`src/rtl/board_judge_pkg.sv`:
```
// Shared types and constants for the tic-tac-toe board judge.
package board_judge_pkg;

    localparam int NUM_CELLS = 9;
    localparam int NUM_LINES = 8;
    localparam int CELL_AW   = 4;

    // Mark codes stored in each board cell; 2'b01 is not a legal mark.
    typedef enum logic [1:0] {
        EMPTY  = 2'b00,
        MARK_X = 2'b10,
        MARK_O = 2'b11
    } cellStateType;

    typedef enum logic [1:0] {
        IDLE  = 2'd0,
        CHECK = 2'd1,
        DONE  = 2'd2
    } fsm_state_e;

    // Cells of each winning line, in scan order: rows, columns, diagonals.
    localparam logic [CELL_AW-1:0] LINE_TABLE [NUM_LINES][3] = '{
        '{4'd0, 4'd1, 4'd2},
        '{4'd3, 4'd4, 4'd5},
        '{4'd6, 4'd7, 4'd8},
        '{4'd0, 4'd3, 4'd6},
        '{4'd1, 4'd4, 4'd7},
        '{4'd2, 4'd5, 4'd8},
        '{4'd0, 4'd4, 4'd8},
        '{4'd2, 4'd4, 4'd6}
    };

    // True for the two codes a player may place.
    function automatic logic is_mark(input logic [1:0] code);
        return (code == MARK_X) || (code == MARK_O);
    endfunction

endpackage

```
`src/rtl/board_judge_if.sv`:
```
// Bus between the game controller (master) and the board judge (slave).
interface board_judge_if #(
    parameter int NCELLS = 9
);
    logic                  write;
    logic [3:0]            addr;
    logic [1:0]            cellState;
    logic                  ready;
    logic                  writeOk;
    logic                  writeErr;
    logic                  gameIsDone;
    logic [1:0]            winner;
    logic [2*NCELLS-1:0]   gBoard;
    logic [3:0]            moveCount;

    modport master (
        output write, addr, cellState,
        input  ready, writeOk, writeErr, gameIsDone, winner, gBoard, moveCount
    );

    modport slave (
        input  write, addr, cellState,
        output ready, writeOk, writeErr, gameIsDone, winner, gBoard, moveCount
    );
endinterface

```
`src/rtl/board_judge_line_check.sv`:
```
// Decides whether three cells form a completed line and, if so, whose.
module line_check
    import board_judge_pkg::*;
(
    input  logic [1:0] cell_a,
    input  logic [1:0] cell_b,
    input  logic [1:0] cell_c,
    output logic       win,
    output logic [1:0] mark
);

    // A line wins only when all three cells hold the same non-empty mark.
    always_comb begin
        win  = (cell_a != EMPTY) && (cell_a == cell_b) && (cell_b == cell_c);
        mark = win ? cell_a : EMPTY;
    end

endmodule

```
`src/rtl/board_judge.sv`:
```
// Board judge: stores moves, scans one winning line per cycle after each
// accepted move, and latches the game result.
module board_judge
    import board_judge_pkg::*;
#(
    parameter int NCELLS = 9,
    parameter int NLINES = 8
) (
    input  logic           ph1,
    input  logic           reset,
    board_judge_if.slave   bus
);

    localparam int AW = $clog2(NCELLS);
    localparam int LW = $clog2(NLINES);
    localparam logic [3:0]    MAX_ADDR  = 4'(NCELLS - 1);
    localparam logic [3:0]    FULL_CNT  = 4'(NCELLS);
    localparam logic [LW-1:0] LAST_LINE = LW'(NLINES - 1);

    fsm_state_e                state_q, state_d;
    logic [NCELLS-1:0][1:0]    board_q, board_d;
    logic [3:0]                count_q, count_d;
    logic [LW-1:0]             line_idx_q, line_idx_d;
    logic [1:0]                winner_q, winner_d;
    logic                      done_q, done_d;
    logic                      ok_q, ok_d;
    logic                      err_q, err_d;

    logic                      line_win;
    logic [1:0]                line_mark;
    logic                      write_bad;

    // Single checker shared by all lines; lineIdx picks which cells feed it.
    line_check u_line_check (
        .cell_a (board_q[LINE_TABLE[line_idx_q][0][AW-1:0]]),
        .cell_b (board_q[LINE_TABLE[line_idx_q][1][AW-1:0]]),
        .cell_c (board_q[LINE_TABLE[line_idx_q][2][AW-1:0]]),
        .win    (line_win),
        .mark   (line_mark)
    );

    // Classify an incoming write: bad address, illegal mark, or occupied cell.
    always_comb begin
        write_bad = 1'b0;
        if (bus.addr > MAX_ADDR) begin
            write_bad = 1'b1;
        end else if (!is_mark(bus.cellState)) begin
            write_bad = 1'b1;
        end else if (board_q[bus.addr[AW-1:0]] != EMPTY) begin
            write_bad = 1'b1;
        end
    end

    // Next-state and next-output logic for the IDLE/CHECK/DONE controller.
    always_comb begin
        // NOTE: every signal gets a default here so no path leaves it unassigned and infers a latch.
        state_d    = state_q;
        board_d    = board_q;
        count_d    = count_q;
        line_idx_d = line_idx_q;
        winner_d   = winner_q;
        done_d     = done_q;
        ok_d       = 1'b0;
        err_d      = 1'b0;

        unique case (state_q)
            IDLE: begin
                if (bus.write) begin
                    if (write_bad) begin
                        err_d = 1'b1;
                    end else begin
                        board_d[bus.addr[AW-1:0]] = bus.cellState;
                        count_d    = count_q + 4'd1;
                        ok_d       = 1'b1;
                        line_idx_d = '0;
                        state_d    = CHECK;
                    end
                end
            end
            CHECK: begin
                // Writes arriving while scanning are dropped silently.
                if (line_win) begin
                    winner_d = line_mark;
                    done_d   = 1'b1;
                    state_d  = DONE;
                end else if (line_idx_q == LAST_LINE) begin
                    line_idx_d = '0;
                    if (count_q == FULL_CNT) begin
                        winner_d = EMPTY;
                        done_d   = 1'b1;
                        state_d  = DONE;
                    end else begin
                        state_d  = IDLE;
                    end
                end else begin
                    line_idx_d = line_idx_q + 1'b1;
                end
            end
            DONE: begin
                // The game is over; every further write is refused.
                if (bus.write) begin
                    err_d = 1'b1;
                end
            end
            default: begin
                state_d = IDLE;
            end
        endcase
    end

    // State and output registers with asynchronous reset.
    always_ff @(posedge ph1 or posedge reset) begin
        if (reset) begin
            // NOTE: the board is a small flop array, not a RAM, so it is reset so gBoard reads all-EMPTY.
            state_q    <= IDLE;
            board_q    <= '0;
            count_q    <= '0;
            line_idx_q <= '0;
            winner_q   <= EMPTY;
            done_q     <= 1'b0;
            ok_q       <= 1'b0;
            err_q      <= 1'b0;
        end else begin
            // NOTE: non-blocking updates so every register samples pre-edge values.
            state_q    <= state_d;
            board_q    <= board_d;
            count_q    <= count_d;
            line_idx_q <= line_idx_d;
            winner_q   <= winner_d;
            done_q     <= done_d;
            ok_q       <= ok_d;
            err_q      <= err_d;
        end
    end

    assign bus.ready      = (state_q == IDLE);
    assign bus.writeOk    = ok_q;
    assign bus.writeErr   = err_q;
    assign bus.gameIsDone = done_q;
    assign bus.winner     = winner_q;
    assign bus.gBoard     = board_q;
    assign bus.moveCount  = count_q;

endmodule

```
`src/flat_wrapper.sv`:
```
// flat-port wrapper written by rule: the top's interface ports become plain ports
module board_judge_flat import board_judge_pkg::*;
#(
    parameter int NCELLS = 9,
    parameter int NLINES = 8
)
  (ph1, reset, bus_write, bus_addr, bus_cellState, bus_ready, bus_writeOk, bus_writeErr, bus_gameIsDone, bus_winner, bus_gBoard, bus_moveCount);
  board_judge_if #(.NCELLS(NCELLS)) bus_i ();
  input  logic ph1;
  input  logic reset;
  input wire logic [$bits(bus_i.write)-1:0] bus_write;
  input wire logic [$bits(bus_i.addr)-1:0] bus_addr;
  input wire logic [$bits(bus_i.cellState)-1:0] bus_cellState;
  output wire logic [$bits(bus_i.ready)-1:0] bus_ready;
  output wire logic [$bits(bus_i.writeOk)-1:0] bus_writeOk;
  output wire logic [$bits(bus_i.writeErr)-1:0] bus_writeErr;
  output wire logic [$bits(bus_i.gameIsDone)-1:0] bus_gameIsDone;
  output wire logic [$bits(bus_i.winner)-1:0] bus_winner;
  output wire logic [$bits(bus_i.gBoard)-1:0] bus_gBoard;
  output wire logic [$bits(bus_i.moveCount)-1:0] bus_moveCount;
  assign bus_i.write = bus_write;
  assign bus_i.addr = bus_addr;
  assign bus_i.cellState = bus_cellState;
  assign bus_ready = bus_i.ready;
  assign bus_writeOk = bus_i.writeOk;
  assign bus_writeErr = bus_i.writeErr;
  assign bus_gameIsDone = bus_i.gameIsDone;
  assign bus_winner = bus_i.winner;
  assign bus_gBoard = bus_i.gBoard;
  assign bus_moveCount = bus_i.moveCount;
  board_judge #(.NCELLS(NCELLS), .NLINES(NLINES)) u_core (.ph1(ph1), .reset(reset), .bus(bus_i));
endmodule
```
`config.mk`:
```
export PLATFORM = sky130hd
export DESIGN_NAME = board_judge_flat
export DESIGN_NICKNAME = d
export VERILOG_FILES = /design/src/rtl/board_judge_pkg.sv /design/src/rtl/board_judge_if.sv /design/src/rtl/board_judge_line_check.sv /design/src/rtl/board_judge.sv /design/src/flat_wrapper.sv
export SDC_FILE = /design/constraint.sdc
export NUM_CORES = 1
export LEC_CHECK = 0
export ABC_CLOCK_PERIOD_IN_PS = 5100
export CAP_MARGIN = 20
export CELL_PAD_IN_SITES_DETAIL_PLACEMENT = 1
export CELL_PAD_IN_SITES_GLOBAL_PLACEMENT = 2
export CORE_MARGIN = 3
export CORE_UTILIZATION = 35
export CTS_CLUSTER_SIZE = 24
export DETAILED_ROUTE_END_ITERATION = 16
export GPL_TIMING_DRIVEN = 0
export PLACE_DENSITY = 0.82
export SLEW_MARGIN = 10
export SYNTH_ARGS = -nofsm -noshare
export SYNTH_HDL_FRONTEND = slang
export SYNTH_SLANG_ARGS = --single-unit
```
`constraint.sdc`:
```
create_clock -name ph1 -period 5.1 [get_ports ph1]
set_clock_uncertainty 0.2 [all_clocks]
set_input_delay 1.53 -clock ph1 [delete_from_list [all_inputs] [get_ports ph1]]
set_output_delay 1.53 -clock ph1 [all_outputs]
set_load 0.01 [all_outputs]
```
==> run summary <==
The implementation run finished. For the sequential group, total power comes out at 420 uW. OpenROAD warning count landed at 31. The number of global-route vias before repair was 1,999. For this run, the leading register cell type out of synthesis is sky130_fd_sc_hd__dfrtp_1. The number of different library cells used by synthesis comes to about 57. The largest share of the power goes to combinational cells. After the first detailed-routing iteration, the DRC count stood at roughly 68. The run finished with clean final reports. Portion of the layout cell area used by non-clock buffers landed at approximately 16%. The top cell types in the final layout, fill and taps aside, are sky130_fd_sc_hd__clkdlybuf4s50_1 (34), sky130_fd_sc_hd__dfrtp_1 (32), sky130_fd_sc_hd__nand2_1 (16). The clock tree has to reach 32 sinks. Signed area change from the synthesized netlist to the final layout landed at 27.0%. Along the critical path, the tally of buffer and inverter instances is 3. In this run, post-CTS hold repair placed 0 buffers. Mean instance size in the synthesized netlist landed at a little under 10 um2.

In this run the top signal layer used is met4. Per the GRT congestion report, total overflow comes to 0. In the final layout, excluding clock inverters the inverter count is 9. TritonCTS built the clock tree. Worst path setup slack after routing landed at 690 ps. Count of boundary I/O pins landed at 37.

Once detailed placement completed, the half-perimeter wirelength came to 4.83 mm. In the final layout, the share of cells above drive strength 1 is 13.3%. Synthesized area landed at roughly 2100 um2. Power spread over the standard cell area amounts to between 600 and 700 nW/um2. The final timing report counts setup violations totalling 0. Detailed-route wire length on metal 1 landed at approximately 3 mm.

In this run, power in combinational logic comes to 976 uW. Final weighted congestion in routability-driven placement landed at 0.846. Share of the synthesized netlist area taken by xor and xnor gates landed at 1.26%. Number of antenna violations at the first check in global routing landed at 0. The chip area line in the Yosys stat output reads 2090 um2.

Multi-input combinational cell count landed at 162. The tree is rooted in a sky130_fd_sc_hd__clkbuf_8. Fraction of area in registers landed at roughly 30%. For flop-to-flop paths, the worst setup slack is ~1600 ps. In the hold report, the worst path ends at u_core.bus.gameIsDone$_DFFE_PP0P_. Met3 layer wire length in the routed design landed at 195 um. Clock edge transition at the registers on the reported setup and hold paths landed at 60 ps. Max fanout on the critical path was recorded as 10.

Hold path depth landed at 1. Chip area landed at 6940 um2. Number of clock-tree buffers in the layout landed at 6. According to the floorplan log, the row count is 27. Counting flops with a built-in enable in the synthesized netlist gives 0.

Per report_power, the Clock row totals 239 uW. After routing, the total negative slack on setup checks comes to 0 ps. During synthesis, Yosys emitted a total of 0 warnings. The number of gates resized after CTS was 0. The largest individual stage delay along the critical path comes from the cell sky130_fd_sc_hd__nor2_1. Area of all sequential standard cells landed at 801 um2. For this run, the slowest stage of the critical path takes 520 ps. Setup repair after global routing left no endpoint under its margin.

The worst hold path belongs to the class reg2reg. Placed standard-cell area landed at 2550 um2. Number of fill cells in the layout landed at ~650. Total vias in the final route landed at 1,874.

Post-synthesis share of cell area spent on and-or and or-and gates landed at between 20 and 25%. Counting flops and latches in the post-synthesis netlist gives 32. Final instance count without filler cells landed at around 330. Measured on the final layout, the clock distribution area share stands at under 10%.

Part of the Yosys area used for sequential elements landed at 38.3%. Placeable core region landed at about 5600 um2. The analysis attributes to cell leakage a power of 1.21 nW. Number of nets in the layout landed at between 200 and 300. Width of the die landed at 83.3 um. The routed layout reports a DRC error count of 0.
## cells in the mapped netlist (all sizes together), types with 2 or more instances
master,number,area (um2)
a21o,6,45.0
a21oi,5,32.5
a22oi,2,20.0
a31o,8,70.1
a32o,3,30.0
a32oi,2,32.5
a41o,4,40.0
buf,5,28.8
clkbuf,5,18.8
dfrtp,32,801
ha,8,100
inv,9,33.8
mux2,4,48.8
mux2i,14,153
nand2,16,60.1
nand2b,7,43.8
nand3,10,50.1
nor2,13,51.3
nor2b,8,50.1
nor3,4,25.0
nor3b,3,22.5
o21a,2,15.0
o21ai,9,45.0
o21bai,3,22.5
o22ai,3,25.0
o311a,3,30.0
o31ai,2,15.0
or2,2,12.5
or3,3,18.8
xnor2,3,26.3
## state kept, by name (all words and copies together), names as in the netlist
| signal | count |
|---|---|
| u_core.line_idx_q | 3 |
| u_core.state_q | 2 |
| u_core.bus.writeErr | 1 |
| u_core.bus.moveCount | 4 |
| u_core.bus.gBoard | 18 |
| u_core.bus.gameIsDone | 1 |
| u_core.bus.winner | 2 |
| u_core.bus.writeOk | 1 |
## worst max-delay path by stage
stage          slack, ps  depth (start not counted)                                 to         from
3_5_place_dp         390                         11  u_core.bus.gBoard[15]$_DFFE_PP0P_  bus_addr[1]
3_3_place_gp         490                         11  u_core.bus.gBoard[11]$_DFFE_PP0P_  bus_addr[1]
6_report             690                         11  u_core.bus.gBoard[15]$_DFFE_PP0P_  bus_addr[1]
5_1_grt              360                         11  u_core.bus.gBoard[11]$_DFFE_PP0P_  bus_addr[1]
4_1_cts              670                         11  u_core.bus.gBoard[15]$_DFFE_PP0P_  bus_addr[1]
2_1_floorplan       1580                          9  u_core.bus.gBoard[11]$_DFFE_PP0P_  bus_addr[1]
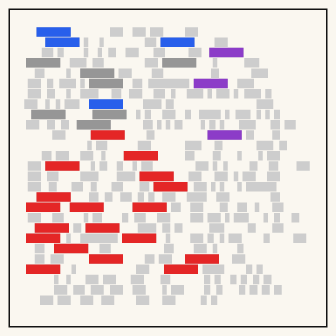
(images/flops_by_reg.png)
- blue: `u_core.bus.moveCount` (placed flops 4; where upper left)
- purple: `u_core.line_idx_q` (placed flops 3)
- red: `u_core.bus.gBoard` (placed flops 18)
- not colored: 7

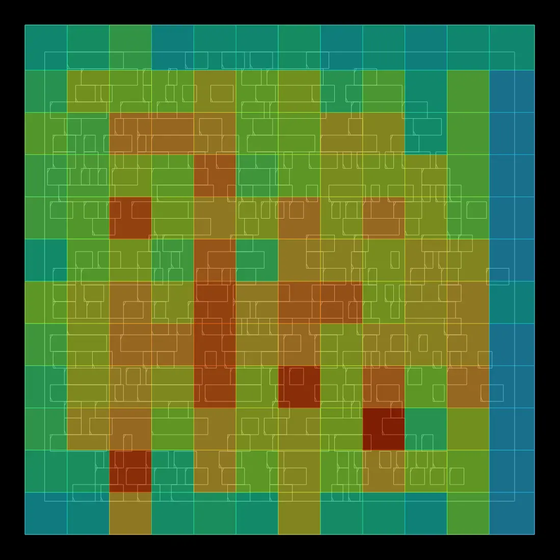
(images/congestion.png)
grt peak-use layer: met2
routed len/inst: 19.3 um
global routing usage on met1: 25.7%
fin util: 47.1%

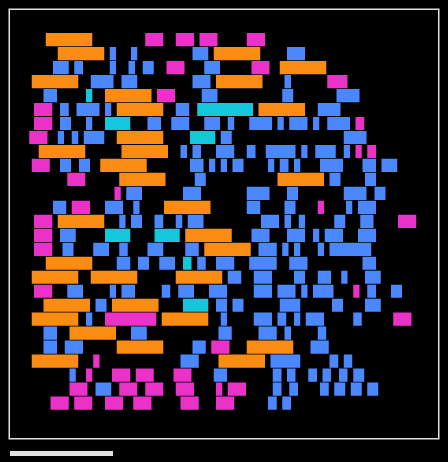
(images/placement_by_type.png)
The bar under the picture is 20 um long.
- orange: sequential cells (cells 32)
- blue: combinational and other logic (cells 171)
- magenta: remaining buffers and delay cells (cells 45)
- cyan: clock drivers and dummy loads (cells 8)

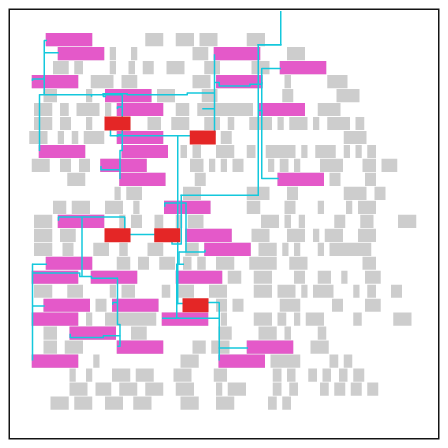
(images/clk_routes.png)
- cyan: clock wires (length 454 um)
- red: clock drivers (count 5)
- magenta: flip-flops (count 32)
- routed clock nets: 6
clock insertion delay at the later pin of the skew report: 280 ps
clock network fraction of total power: 14.6%

Power and IR drop assume default switching activity.
